[src/rtl/alu_ctrl_muldiv_pkg.sv]
// Shared definitions for the EX-stage ALU control with the multi-cycle mul/div sequencer.
// Holds ALU control codes, R-type funct values, ALUOp encodings and FSM/op enums.
package alu_ctrl_pkg;

    // ALU control codes driven to the EX-stage ALU
    localparam logic [3:0] ALU_AND    = 4'b0000;
    localparam logic [3:0] ALU_OR     = 4'b0001;
    localparam logic [3:0] ALU_ADD    = 4'b0010;
    localparam logic [3:0] ALU_MULDIV = 4'b0011;
    localparam logic [3:0] ALU_SUB    = 4'b0110;
    localparam logic [3:0] ALU_SLT    = 4'b0111;

    // R-type funct field values
    localparam logic [5:0] FUNCT_ADD   = 6'b100000;
    localparam logic [5:0] FUNCT_SUB   = 6'b100010;
    localparam logic [5:0] FUNCT_AND   = 6'b100100;
    localparam logic [5:0] FUNCT_OR    = 6'b100101;
    localparam logic [5:0] FUNCT_SLT   = 6'b101010;
    localparam logic [5:0] FUNCT_MULT  = 6'b011000;
    localparam logic [5:0] FUNCT_MULTU = 6'b011001;
    localparam logic [5:0] FUNCT_DIV   = 6'b011010;
    localparam logic [5:0] FUNCT_DIVU  = 6'b011011;
    localparam logic [5:0] FUNCT_MFHI  = 6'b010000;
    localparam logic [5:0] FUNCT_MFLO  = 6'b010010;

    // ALUOp encodings from the main decoder
    localparam logic [1:0] ALUOP_ADD   = 2'b00;
    localparam logic [1:0] ALUOP_SUB   = 2'b01;
    localparam logic [1:0] ALUOP_RTYPE = 2'b10;
    localparam logic [1:0] ALUOP_ADDI  = 2'b11;

    typedef enum logic [1:0] {
        StIdle,
        StBusy,
        StDone
    } state_e;

    // Ordered so that funct[1:0] of the long ops casts directly
    typedef enum logic [1:0] {
        OpMult,
        OpMultu,
        OpDiv,
        OpDivu
    } long_op_e;

endpackage

[src/rtl/alu_ctrl_muldiv_if.sv]
// Bus between the EX stage and the ALU control / mul-div sequencer.
// master: pipeline side (drives instruction fields and operands, receives control/stall/HI-LO).
// slave:  alu_ctrl_muldiv.
interface alu_ctrl_muldiv_if #(
    parameter int unsigned WIDTH  = 32,
    parameter int unsigned CTRL_W = 4
);
    logic              valid_i;
    logic [1:0]        ALUOp_i;
    logic [5:0]        funct_i;
    logic [WIDTH-1:0]  rs_data_i;
    logic [WIDTH-1:0]  rt_data_i;
    logic [CTRL_W-1:0] ALUCtrl_o;
    logic              stall_o;
    logic              hilo_sel_o;
    logic [WIDTH-1:0]  hilo_o;
    logic              done_o;

    modport master (
        output valid_i, ALUOp_i, funct_i, rs_data_i, rt_data_i,
        input  ALUCtrl_o, stall_o, hilo_sel_o, hilo_o, done_o
    );

    modport slave (
        input  valid_i, ALUOp_i, funct_i, rs_data_i, rt_data_i,
        output ALUCtrl_o, stall_o, hilo_sel_o, hilo_o, done_o
    );
endinterface

[src/rtl/alu_ctrl_muldiv_iter.sv]
// Iterative unsigned multiply (shift-add) / divide (restoring) datapath, one step per cycle.
// Ports:
//   clk_i, rst_i  clock, synchronous active-high reset
//   start_i       load operands, counter = WIDTH-1
//   step_i        perform one iteration
//   is_div_i      operation type captured on start (1 = divide)
//   mq_init_i     multiplier (mul) or dividend (div) magnitude
//   opnd_i        multiplicand (mul) or divisor (div) magnitude
//   hi_o, lo_o    mul: product upper/lower half; div: remainder / quotient
//   last_o        current step is the final iteration
module muldiv_iter #(
    parameter int unsigned WIDTH = 32
) (
    input  logic             clk_i,
    input  logic             rst_i,
    input  logic             start_i,
    input  logic             step_i,
    input  logic             is_div_i,
    input  logic [WIDTH-1:0] mq_init_i,
    input  logic [WIDTH-1:0] opnd_i,
    output logic [WIDTH-1:0] hi_o,
    output logic [WIDTH-1:0] lo_o,
    output logic             last_o
);
    localparam int unsigned CNT_W = $clog2(WIDTH);

    logic [WIDTH-1:0] acc_q, acc_d;
    logic [WIDTH-1:0] mq_q, mq_d;
    logic [WIDTH-1:0] opnd_q, opnd_d;
    logic             is_div_q, is_div_d;
    logic [CNT_W-1:0] cnt_q, cnt_d;

    logic [WIDTH-1:0] addend;
    logic [WIDTH:0]   add_sum;
    logic [WIDTH:0]   shifted;
    logic [WIDTH:0]   trial;

    always_comb begin
        addend  = mq_q[0] ? opnd_q : '0;
        add_sum = {1'b0, acc_q} + {1'b0, addend};
        // Partial remainder is always below the divisor, so WIDTH+1 bits hold the shift and
        // the top bit of the trial difference is the borrow.
        shifted = {acc_q, mq_q[WIDTH-1]};
        trial   = shifted - {1'b0, opnd_q};

        acc_d    = acc_q;
        mq_d     = mq_q;
        opnd_d   = opnd_q;
        is_div_d = is_div_q;
        cnt_d    = cnt_q;

        if (start_i) begin
            acc_d    = '0;
            mq_d     = mq_init_i;
            opnd_d   = opnd_i;
            is_div_d = is_div_i;
            cnt_d    = CNT_W'(WIDTH - 1);
        end else if (step_i) begin
            if (is_div_q) begin
                if (!trial[WIDTH]) begin
                    acc_d = trial[WIDTH-1:0];
                    mq_d  = {mq_q[WIDTH-2:0], 1'b1};
                end else begin
                    acc_d = shifted[WIDTH-1:0];
                    mq_d  = {mq_q[WIDTH-2:0], 1'b0};
                end
            end else begin
                // Shift right of {acc, multiplier} with the carry of the conditional add
                acc_d = add_sum[WIDTH:1];
                mq_d  = {add_sum[0], mq_q[WIDTH-1:1]};
            end
            if (cnt_q != '0) begin
                cnt_d = cnt_q - CNT_W'(1);
            end
        end
    end

    always_ff @(posedge clk_i) begin
        if (rst_i) begin
            acc_q    <= '0;
            mq_q     <= '0;
            opnd_q   <= '0;
            is_div_q <= 1'b0;
            cnt_q    <= '0;
        end else begin
            acc_q    <= acc_d;
            mq_q     <= mq_d;
            opnd_q   <= opnd_d;
            is_div_q <= is_div_d;
            cnt_q    <= cnt_d;
        end
    end

    assign hi_o   = acc_q;
    assign lo_o   = mq_q;
    assign last_o = (cnt_q == '0);

endmodule

[src/rtl/alu_ctrl_muldiv.sv]
// EX-stage ALU control: decodes ALUOp/funct into the ALU control code and sequences
// mult/multu/div/divu on an iterative unit, holding the pipeline until HI/LO are written.
// Ports:
//   clk_i  clock
//   rst_i  synchronous active-high reset
//   bus    alu_ctrl_muldiv_if.slave: valid_i, ALUOp_i, funct_i, rs_data_i, rt_data_i in;
//          ALUCtrl_o, stall_o, hilo_sel_o, hilo_o, done_o out
module alu_ctrl_muldiv
    import alu_ctrl_pkg::*;
#(
    parameter int unsigned WIDTH  = 32,
    parameter int unsigned CTRL_W = 4
) (
    input  logic             clk_i,
    input  logic             rst_i,
    alu_ctrl_muldiv_if.slave bus
);
    // ---------------- decode ----------------
    logic [3:0] code;
    logic       is_long;
    logic       is_mfhilo;

    always_comb begin
        code      = ALU_ADD;
        is_long   = 1'b0;
        is_mfhilo = 1'b0;
        case (bus.ALUOp_i)
            ALUOP_ADD, ALUOP_ADDI: code = ALU_ADD;
            ALUOP_SUB:             code = ALU_SUB;
            ALUOP_RTYPE: begin
                case (bus.funct_i)
                    FUNCT_ADD: code = ALU_ADD;
                    FUNCT_SUB: code = ALU_SUB;
                    FUNCT_AND: code = ALU_AND;
                    FUNCT_OR:  code = ALU_OR;
                    FUNCT_SLT: code = ALU_SLT;
                    FUNCT_MULT, FUNCT_MULTU, FUNCT_DIV, FUNCT_DIVU: begin
                        code    = ALU_MULDIV;
                        is_long = 1'b1;
                    end
                    FUNCT_MFHI, FUNCT_MFLO: begin
                        code      = ALU_ADD;
                        is_mfhilo = 1'b1;
                    end
                    default: code = ALU_ADD;
                endcase
            end
            default: code = ALU_ADD;
        endcase
    end

    // ---------------- sequencer ----------------
    state_e           state_q;
    long_op_e         op_q;
    logic             neg_a_q, neg_b_q, div0_q, done_q;
    logic [WIDTH-1:0] hi_q, lo_q;

    logic             start;
    logic             signed_op;
    logic             op_is_div;
    logic [WIDTH-1:0] rs_mag, rt_mag;
    logic [WIDTH-1:0] iter_hi, iter_lo;
    logic             iter_last;

    // Reset wins over a start presented in the same cycle
    assign start     = (state_q == StIdle) && bus.valid_i && is_long && !rst_i;
    assign signed_op = !bus.funct_i[0];
    assign op_is_div = bus.funct_i[1];
    assign rs_mag    = (signed_op && bus.rs_data_i[WIDTH-1]) ? -bus.rs_data_i : bus.rs_data_i;
    assign rt_mag    = (signed_op && bus.rt_data_i[WIDTH-1]) ? -bus.rt_data_i : bus.rt_data_i;

    muldiv_iter #(
        .WIDTH (WIDTH)
    ) u_iter (
        .clk_i     (clk_i),
        .rst_i     (rst_i),
        .start_i   (start),
        .step_i    (state_q == StBusy),
        .is_div_i  (op_is_div),
        .mq_init_i (op_is_div ? rs_mag : rt_mag),
        .opnd_i    (op_is_div ? rt_mag : rs_mag),
        .hi_o      (iter_hi),
        .lo_o      (iter_lo),
        .last_o    (iter_last)
    );

    // Sign fix applied to the magnitude result while in DONE
    logic [2*WIDTH-1:0] prod_raw, prod_fix;
    logic [WIDTH-1:0]   hi_fix, lo_fix;

    always_comb begin
        prod_raw = {iter_hi, iter_lo};
        prod_fix = (neg_a_q ^ neg_b_q) ? -prod_raw : prod_raw;
        if (op_q == OpMult || op_q == OpMultu) begin
            hi_fix = prod_fix[2*WIDTH-1:WIDTH];
            lo_fix = prod_fix[WIDTH-1:0];
        end else begin
            // With a zero divisor every step shifts a dividend bit into the remainder, so the
            // remainder path already yields the dividend; only the quotient is overridden.
            hi_fix = neg_a_q ? -iter_hi : iter_hi;
            if (div0_q) begin
                lo_fix = '1;
            end else begin
                lo_fix = (neg_a_q ^ neg_b_q) ? -iter_lo : iter_lo;
            end
        end
    end

    always_ff @(posedge clk_i) begin
        if (rst_i) begin
            state_q <= StIdle;
            op_q    <= OpMult;
            neg_a_q <= 1'b0;
            neg_b_q <= 1'b0;
            div0_q  <= 1'b0;
            done_q  <= 1'b0;
            hi_q    <= '0;
            lo_q    <= '0;
        end else begin
            done_q <= 1'b0;
            unique case (state_q)
                StIdle: begin
                    if (start) begin
                        op_q    <= long_op_e'(bus.funct_i[1:0]);
                        neg_a_q <= signed_op && bus.rs_data_i[WIDTH-1];
                        neg_b_q <= signed_op && bus.rt_data_i[WIDTH-1];
                        div0_q  <= (bus.rt_data_i == '0);
                        state_q <= StBusy;
                    end
                end
                StBusy: begin
                    if (iter_last) begin
                        state_q <= StDone;
                        done_q  <= 1'b1;
                    end
                end
                StDone: begin
                    hi_q    <= hi_fix;
                    lo_q    <= lo_fix;
                    state_q <= StIdle;
                end
                default: state_q <= StIdle;
            endcase
        end
    end

    // ---------------- outputs ----------------
    assign bus.ALUCtrl_o  = CTRL_W'(code);
    assign bus.stall_o    = start || (state_q == StBusy);
    assign bus.done_o     = done_q;
    assign bus.hilo_sel_o = is_mfhilo;
    assign bus.hilo_o     = !is_mfhilo ? '0 : ((bus.funct_i == FUNCT_MFHI) ? hi_q : lo_q);

endmodule

[src/flat_wrapper.sv]
// flat-port wrapper written by rule: the top's interface ports become plain ports
module alu_ctrl_muldiv_flat import alu_ctrl_pkg::*;
#(
    parameter int unsigned WIDTH  = 32,
    parameter int unsigned CTRL_W = 4
)
  (clk_i, rst_i, bus_valid_i, bus_ALUOp_i, bus_funct_i, bus_rs_data_i, bus_rt_data_i, bus_ALUCtrl_o, bus_stall_o, bus_hilo_sel_o, bus_hilo_o, bus_done_o);
  alu_ctrl_muldiv_if #(.WIDTH(WIDTH), .CTRL_W(CTRL_W)) bus_i ();
  input  logic clk_i;
  input  logic rst_i;
  input wire logic [$bits(bus_i.valid_i)-1:0] bus_valid_i;
  input wire logic [$bits(bus_i.ALUOp_i)-1:0] bus_ALUOp_i;
  input wire logic [$bits(bus_i.funct_i)-1:0] bus_funct_i;
  input wire logic [$bits(bus_i.rs_data_i)-1:0] bus_rs_data_i;
  input wire logic [$bits(bus_i.rt_data_i)-1:0] bus_rt_data_i;
  output wire logic [$bits(bus_i.ALUCtrl_o)-1:0] bus_ALUCtrl_o;
  output wire logic [$bits(bus_i.stall_o)-1:0] bus_stall_o;
  output wire logic [$bits(bus_i.hilo_sel_o)-1:0] bus_hilo_sel_o;
  output wire logic [$bits(bus_i.hilo_o)-1:0] bus_hilo_o;
  output wire logic [$bits(bus_i.done_o)-1:0] bus_done_o;
  assign bus_i.valid_i = bus_valid_i;
  assign bus_i.ALUOp_i = bus_ALUOp_i;
  assign bus_i.funct_i = bus_funct_i;
  assign bus_i.rs_data_i = bus_rs_data_i;
  assign bus_i.rt_data_i = bus_rt_data_i;
  assign bus_ALUCtrl_o = bus_i.ALUCtrl_o;
  assign bus_stall_o = bus_i.stall_o;
  assign bus_hilo_sel_o = bus_i.hilo_sel_o;
  assign bus_hilo_o = bus_i.hilo_o;
  assign bus_done_o = bus_i.done_o;
  alu_ctrl_muldiv #(.WIDTH(WIDTH), .CTRL_W(CTRL_W)) u_core (.clk_i(clk_i), .rst_i(rst_i), .bus(bus_i));
endmodule
[config.mk]
export PLATFORM = sky130hd
export DESIGN_NAME = alu_ctrl_muldiv_flat
export DESIGN_NICKNAME = d
export VERILOG_FILES = /design/src/rtl/alu_ctrl_muldiv_pkg.sv /design/src/rtl/alu_ctrl_muldiv_if.sv /design/src/rtl/alu_ctrl_muldiv_iter.sv /design/src/rtl/alu_ctrl_muldiv.sv /design/src/flat_wrapper.sv
export SDC_FILE = /design/constraint.sdc
export NUM_CORES = 1
export LEC_CHECK = 0
export CAP_MARGIN = 20
export CORE_ASPECT_RATIO = 0.5
export CORE_UTILIZATION = 41
export DETAILED_ROUTE_END_ITERATION = 8
export HOLD_SLACK_MARGIN = 0.08
export PLACE_DENSITY = 0.58
export SYNTH_ARGS = -nofsm -noshare
export SYNTH_HDL_FRONTEND = slang
export SYNTH_HIERARCHICAL = 1
export SYNTH_SLANG_ARGS = --single-unit
[constraint.sdc]
create_clock -name clk_i -period 7.95 [get_ports clk_i]
set_input_delay 2.385 -clock clk_i [delete_from_list [all_inputs] [get_ports clk_i]]
set_output_delay 2.385 -clock clk_i [all_outputs]
set_load 0.05 [all_outputs]
==> out/qor.txt, run 1 <==
Status -> finished clean
Final hold vios -> 0
P_comb -> 0.000310 W
Total power -> 0.00214 W
Non-CTS buffers -> 138
Fin area -> 17700 µm²
DRT Wirelength -> 57.3 mm
Ys flops -> 173
Post-route DRC -> 0
CTS clk-pin slew, worst paths -> 0.07 ns
Top cells excl fill/tap -> 266 x nor2_1, 182 x a21oi_1, 172 x dfxtp_1
Cell Chain, Critical Path -> clkdlybuf4s50_1 -> inv_1 -> ha_1 -> nor2b_1 -> nand2_1 -> or3_1 -> inv_1 -> clkdlybuf4s50_1
CP endpoint kind -> primary output
Port bufs -> 112
Clock buf count -> 18
Tmin final -> 7.15 ns
Bufs on Longest Clock Path -> 2
Die extent in y -> 139 µm
Post-Synth XOR/XNOR Area -> 0.0879
PwrDens -> 121 nW/µm²
Largest Pwr Group -> the clock network
Synth cell types -> 91
Reg-to-reg startpoint -> u_core/u_iter/lo_o[31]$_SDFFE_PP0P_
Pins over their slew limit -> 0
Placed cell area -> 17000 µm²
Critical path fanouts, max -> 3
Comb area share -> 0.638
Synth top area share -> 0.224
Logic pwr share -> 0.145
Seq share, synth -> 0.224
Largest net degree at the start of global routing -> 79
Max Clk Rate -> 140 MHz
Switching pwr -> 0.000617 W
Routed wirelength normalized by instance count -> 21.9 µm
Setup_tns -> 0 ns
CTS Buf Count -> 17
Global Route Usage Sum -> 0.289
Comb_multi_in -> 1717
Hold_buf cts -> 0
Post-Synth AOI/OAI Area -> 0.261
Sw frac -> 0.288
Worst path max stage delay -> 0.80 ns
Cell Area, Synth -> 15400 µm²
Dpl ws -> 0.803 ns
CP top delay family -> buffers and inverters
CTS sink count -> 173
Count leader, synth -> nor2_1
Setup crit end -> bus_hilo_sel_o
Setup Buffers After CTS -> 0
Min-delay src -> u_core/hi_q[28]$_SDFFE_PP0N_
Dpl hpwl -> 43.7 mm
Number of global-route vias before repair -> 14000
Top layer used by detailed routing -> met4
FA/HA/MAJ Cells, Area Fraction -> 0.0609
Die Size -> 38500 µm²
Worst setup startpoint -> bus_ALUOp_i[0]
Max-cap viol count -> 0
Main logic family -> AND-OR/OR-AND gates
Final Non-Filler Cells -> 2620
Wire length on met1 -> 28.7 mm
Register Area -> 3460 µm²
Final non-clock buffer share -> 0.0789
Mapped Nets -> 2237
Overflow after GRT -> 0
Initial antenna violation count -> 2
Synth Flop Type -> dfxtp_1
Worst-Margin Slew -> 1.11 ns
Seq_cells -> 173
Via density -> 6.07
Mean post-synth cell area -> 7.40 µm²
Worst path bufs/invs -> 4
Diodes inserted -> 1
Ys cells -> 2088
Worst EP required -> 5.57 ns
Ports -> 114
Core ar. -> 36500 µm²
DR WL met3 -> 4.59 mm
Fill cells -> 3648
Synth Instances -> 2088
Register-to-register setup slack -> 3.31 ns
First-pass iteration count of the detailed router -> 7
And+or+nand+nor area frac -> 0.231
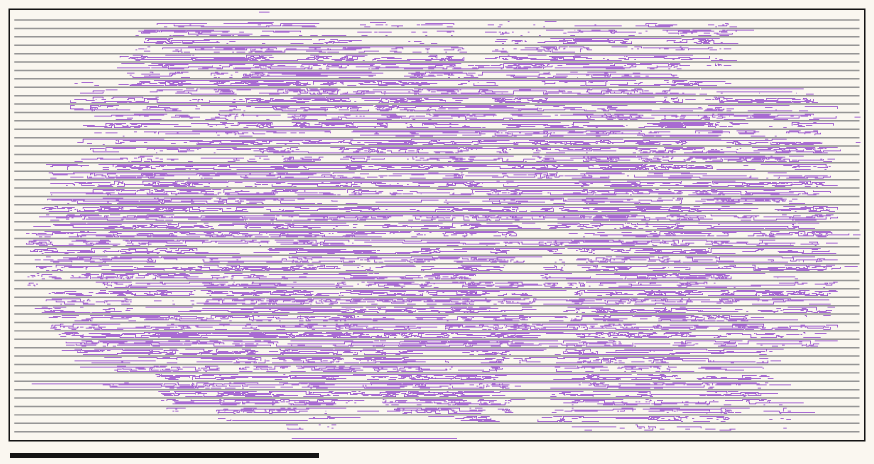
Run 1: the metal 1 layer
Bar = 100 µm. Supply wires on this layer in grey.
wire length on this layer = 28.7 mm
main direction = horizontal
nets with wire on the layer = 2159

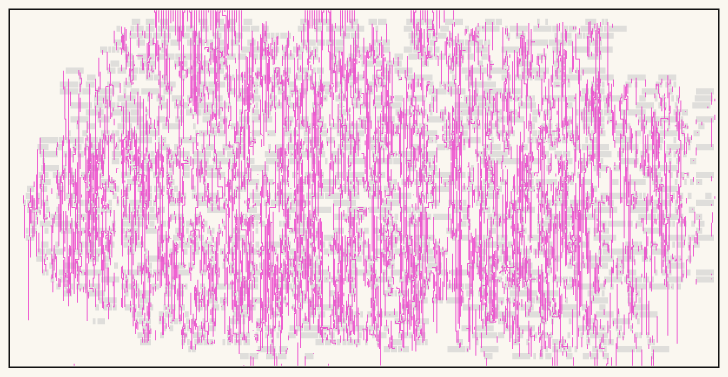
Run 1: the metal 2 layer
Cells faint in the background.
nets with wire on the layer = 1759
wire length on this layer = 22.9 mm

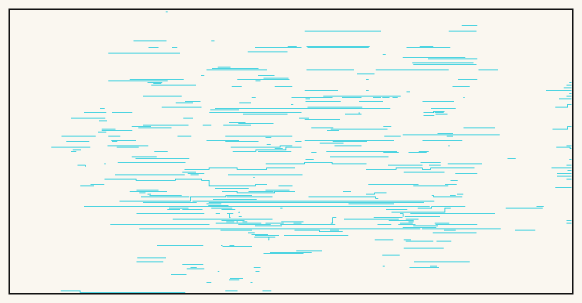
Run 1: signal wires on met3
share of all routed wire = 8.0%
longest straight run = 170 µm
main direction = horizontal
wire length on this layer = 4590 µm

Run 1, the metal 4 layer:
Bar = 100 µm. Supply wires on this layer in grey.
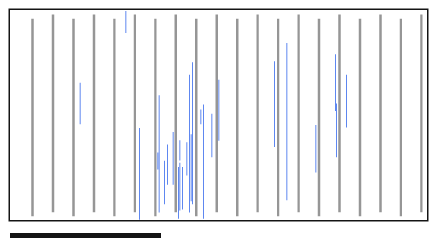

==> run 1 -> run 2 <==
--- a/config.mk
+++ b/config.mk
@@ -11,6 +11,7 @@
 export DETAILED_ROUTE_END_ITERATION = 8
 export HOLD_SLACK_MARGIN = 0.08
 export PLACE_DENSITY = 0.58
+export REMOVE_ABC_BUFFERS = 1
 export SYNTH_ARGS = -nofsm -noshare
 export SYNTH_HDL_FRONTEND = slang
 export SYNTH_HIERARCHICAL = 1
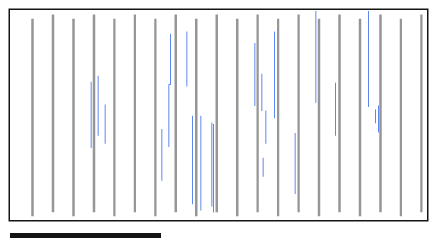
Run 2: the metal 4 layer
Bar = 100 µm. Supply wires on this layer in grey.
share of all routed wire = 1.6%
wire length on this layer = 871 µm
longest straight run = 63.2 µm

==> out/qor.txt, run 2 <==
Status -> finished clean (unchanged)
FA/HA/MAJ Cells, Area Fraction -> 0.0609 (unchanged)
Comb_multi_in -> 1717 (unchanged)
DR WL met3 -> 4.60 mm (was 4.59 mm)
Pins over their slew limit -> 0 (unchanged)
Global Route Usage Sum -> 0.279 (was 0.289)
Max Clk Rate -> 141 MHz (was 140 MHz)
Seq share, synth -> 0.224 (unchanged)
Fin area -> 17500 µm² (was 17700 µm²)
Area delta synth->final -> 13.2% (was 14.3%)
Port bufs -> 112 (unchanged)
Count leader, synth -> nor2_1 (unchanged)
Arr. time, crit path -> 4.70 ns (was 4.76 ns)
Reg-to-reg startpoint -> u_core/u_iter/hi_o[0]$_SDFFE_PP0P_ (was u_core/u_iter/lo_o[31]$_SDFFE_PP0P_)
Clock buf count -> 18 (unchanged)
CP Launch Type -> input pin (unchanged)
Htree depth -> 4 (unchanged)
CTS clk-pin slew, worst paths -> 0.07 ns (about the same)
First-pass iteration count of the detailed router -> 5 (was 7)
Final non-clock buffer share -> 0.0738 (was 0.0789)
Core Util, Final -> 0.479 (was 0.484)
Setup crit end -> bus_ALUCtrl_o[0] (was bus_hilo_sel_o)
Synth Instances -> 2088 (unchanged)
Setup Buffers After CTS -> 0 (unchanged)
Critical path fanouts, max -> 3 (unchanged)
Top cells by area -> dfxtp_1 22%, mux2i_1 8.3%, nor2_1 6.5% (unchanged)
Synthesis Warnings -> 6 (unchanged)
Bufs on Longest Clock Path -> 2 (unchanged)
Worst min-delay path category -> reg2reg (unchanged)
Clock-cell share of area -> 0.0337 (was 0.0369)
Worst EP required -> 5.57 ns (about the same)
CP endpoint kind -> primary output (unchanged)
Most numerous logic cell after layout -> nor2_1 (unchanged)
Routed wl met2 -> 21.8 mm (was 22.9 mm)
Dpl hpwl -> 42.5 mm (was 43.7 mm)
Leak -> 6.48 nW (was 6.52 nW)
Top layer used by detailed routing -> met4 (unchanged)
Main logic family -> AND-OR/OR-AND gates (unchanged)
Core ar. -> 36500 µm² (unchanged)
Cells after DPL -> 2591 (was 2587)
Overflow after GRT -> 0 (unchanged)
FFs w/ async S/R, synth -> 0 (unchanged)
Synth cell types -> 91 (unchanged)
Post-Synth XOR/XNOR Area -> 0.0879 (unchanged)
Synth mux share -> 0.0851 (unchanged)
Tmin final -> 7.09 ns (was 7.15 ns)
Final Non-Filler Cells -> 2626 (was 2620)
Layout Skew -> 0.00990 ns (was 0.0111 ns)
Post-route DRC -> 0 (unchanged)
WS Path Type -> in2out (unchanged)
Ys cells -> 2088 (unchanged)
Yosys top cell by area -> dfxtp_1 (unchanged)
Total power -> 0.00203 W (was 0.00214 W)
Detailed-route via count -> 15800 (was 15900)
Register-to-register setup slack -> 3.71 ns (was 3.31 ns)
Seq_cells -> 173 (unchanged)
Fill cells -> 3690 (was 3648)
Ports -> 114 (unchanged)
Synth top area share -> 0.224 (unchanged)
Mean post-synth cell area -> 7.40 µm² (unchanged)
Largest Pwr Group -> registers (was the clock network)
Leading cell types by count after synthesis -> 268 x nor2_1, 183 x a21oi_1, 173 x dfxtp_1, 155 x nand2_1, 128 x mux2i_1 (unchanged)
Placed cell area -> 16900 µm² (was 17000 µm²)
Ys flops -> 173 (unchanged)
Dpl ws -> 0.889 ns (was 0.803 ns)
DRT Wirelength -> 54.6 mm (was 57.3 mm)
CP top delay family -> buffers and inverters (unchanged)
Diodes inserted -> 1 (unchanged)
CTS Buf Count -> 17 (unchanged)
Max VDD drop -> 109 µV (was 136 µV)
P_comb -> 0.000300 W (was 0.000310 W)
CTS sink count -> 173 (unchanged)
Pint -> 0.00141 W (was 0.00152 W)
Routed wirelength normalized by instance count -> 20.8 µm (was 21.9 µm)
Max-cap viol count -> 0 (unchanged)
Via density -> 6.02 (was 6.07)
Setup_tns -> 0 ns (unchanged)
Critical path depth -> 8 (unchanged)
Cell Chain, Critical Path -> clkdlybuf4s50_1 -> nor2b_1 -> and3b_1 -> nor2_1 -> nor3b_1 -> a41oi_1 -> nor3b_1 -> clkdlybuf4s50_1 (was clkdlybuf4s50_1 -> inv_1 -> ha_1 -> nor2b_1 -> nand2_1 -> or3_1 -> inv_1 -> clkdlybuf4s50_1)
Worst path max stage delay -> 0.84 ns (was 0.80 ns)
Post-Synth AOI/OAI Area -> 0.261 (unchanged)
Final RePlAce weighted congestion -> 1.01 (was 0.996)
Worst setup startpoint -> bus_funct_i[5] (was bus_ALUOp_i[0])
YS chip area -> 15400 µm² (unchanged)
Non-CTS buffers -> 144 (was 138)
Sw frac -> 0.305 (was 0.288)
Top cells excl fill/tap -> 266 x nor2_1, 182 x a21oi_1, 172 x dfxtp_1 (unchanged)
Clk pwr share -> 0.423 (was 0.448)
Cell Area, Synth -> 15400 µm² (unchanged)
Grt met1 use -> 0.413 (was 0.450)
Register Area -> 3460 µm² (unchanged)
Latency at later pin -> 0.45 ns (about the same)
Number of global-route vias before repair -> 14400 (was 14000)
Largest net degree at the start of global routing -> 79 (unchanged)
Grt met3 use -> 0.0662 (was 0.0480)
Die Size -> 38500 µm² (unchanged)
Comb area share -> 0.643 (was 0.638)
First-pass GRT wire length -> 83.8 mm (was 86.4 mm)
Worst-Margin Slew -> 1.31 ns (was 1.11 ns)
And+or+nand+nor area frac -> 0.231 (unchanged)
Die extent in y -> 139 µm (unchanged)
Logic pwr share -> 0.148 (was 0.145)
Tap Cells -> 484 (unchanged)
Initial antenna violation count -> 2 (unchanged)
Worst path bufs/invs -> 2 (was 4)
Hold_buf cts -> 0 (unchanged)
RSZ-0062 raised after global routing -> no (unchanged)
Hold slack final -> 0.481 ns (was 0.494 ns)
PwrDens -> 116 nW/µm² (was 121 nW/µm²)
Slowest-stage cell, CP -> clkdlybuf4s50_1 (unchanged)
Comb gate area -> 11300 µm² (about the same)
Tool Warnings -> 27 (was 28)
Min-delay src -> u_core/hi_q[28]$_SDFFE_PP0N_ (unchanged)
Met2 Use GR -> 0.402 (was 0.399)
Final hold vios -> 0 (unchanged)
Flop share of the area -> 0.198 (was 0.196)
Number of enable flip-flop cells -> 0 (unchanged)
Synth Flop Type -> dfxtp_1 (unchanged)
Switching pwr -> 0.000620 W (was 0.000617 W)
Wire length on met1 -> 27.4 mm (was 28.7 mm)
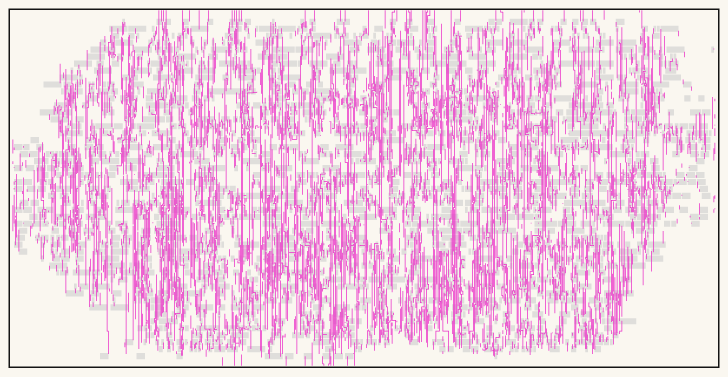
Run 2: the metal 2 layer
Cells faint in the background.
wire length on this layer = 21.8 mm
longest straight run = 95.5 µm
nets with wire on the layer = 1853
share of all routed wire = 40%

No activity file was given, so power comes from the tool's default toggle rates.
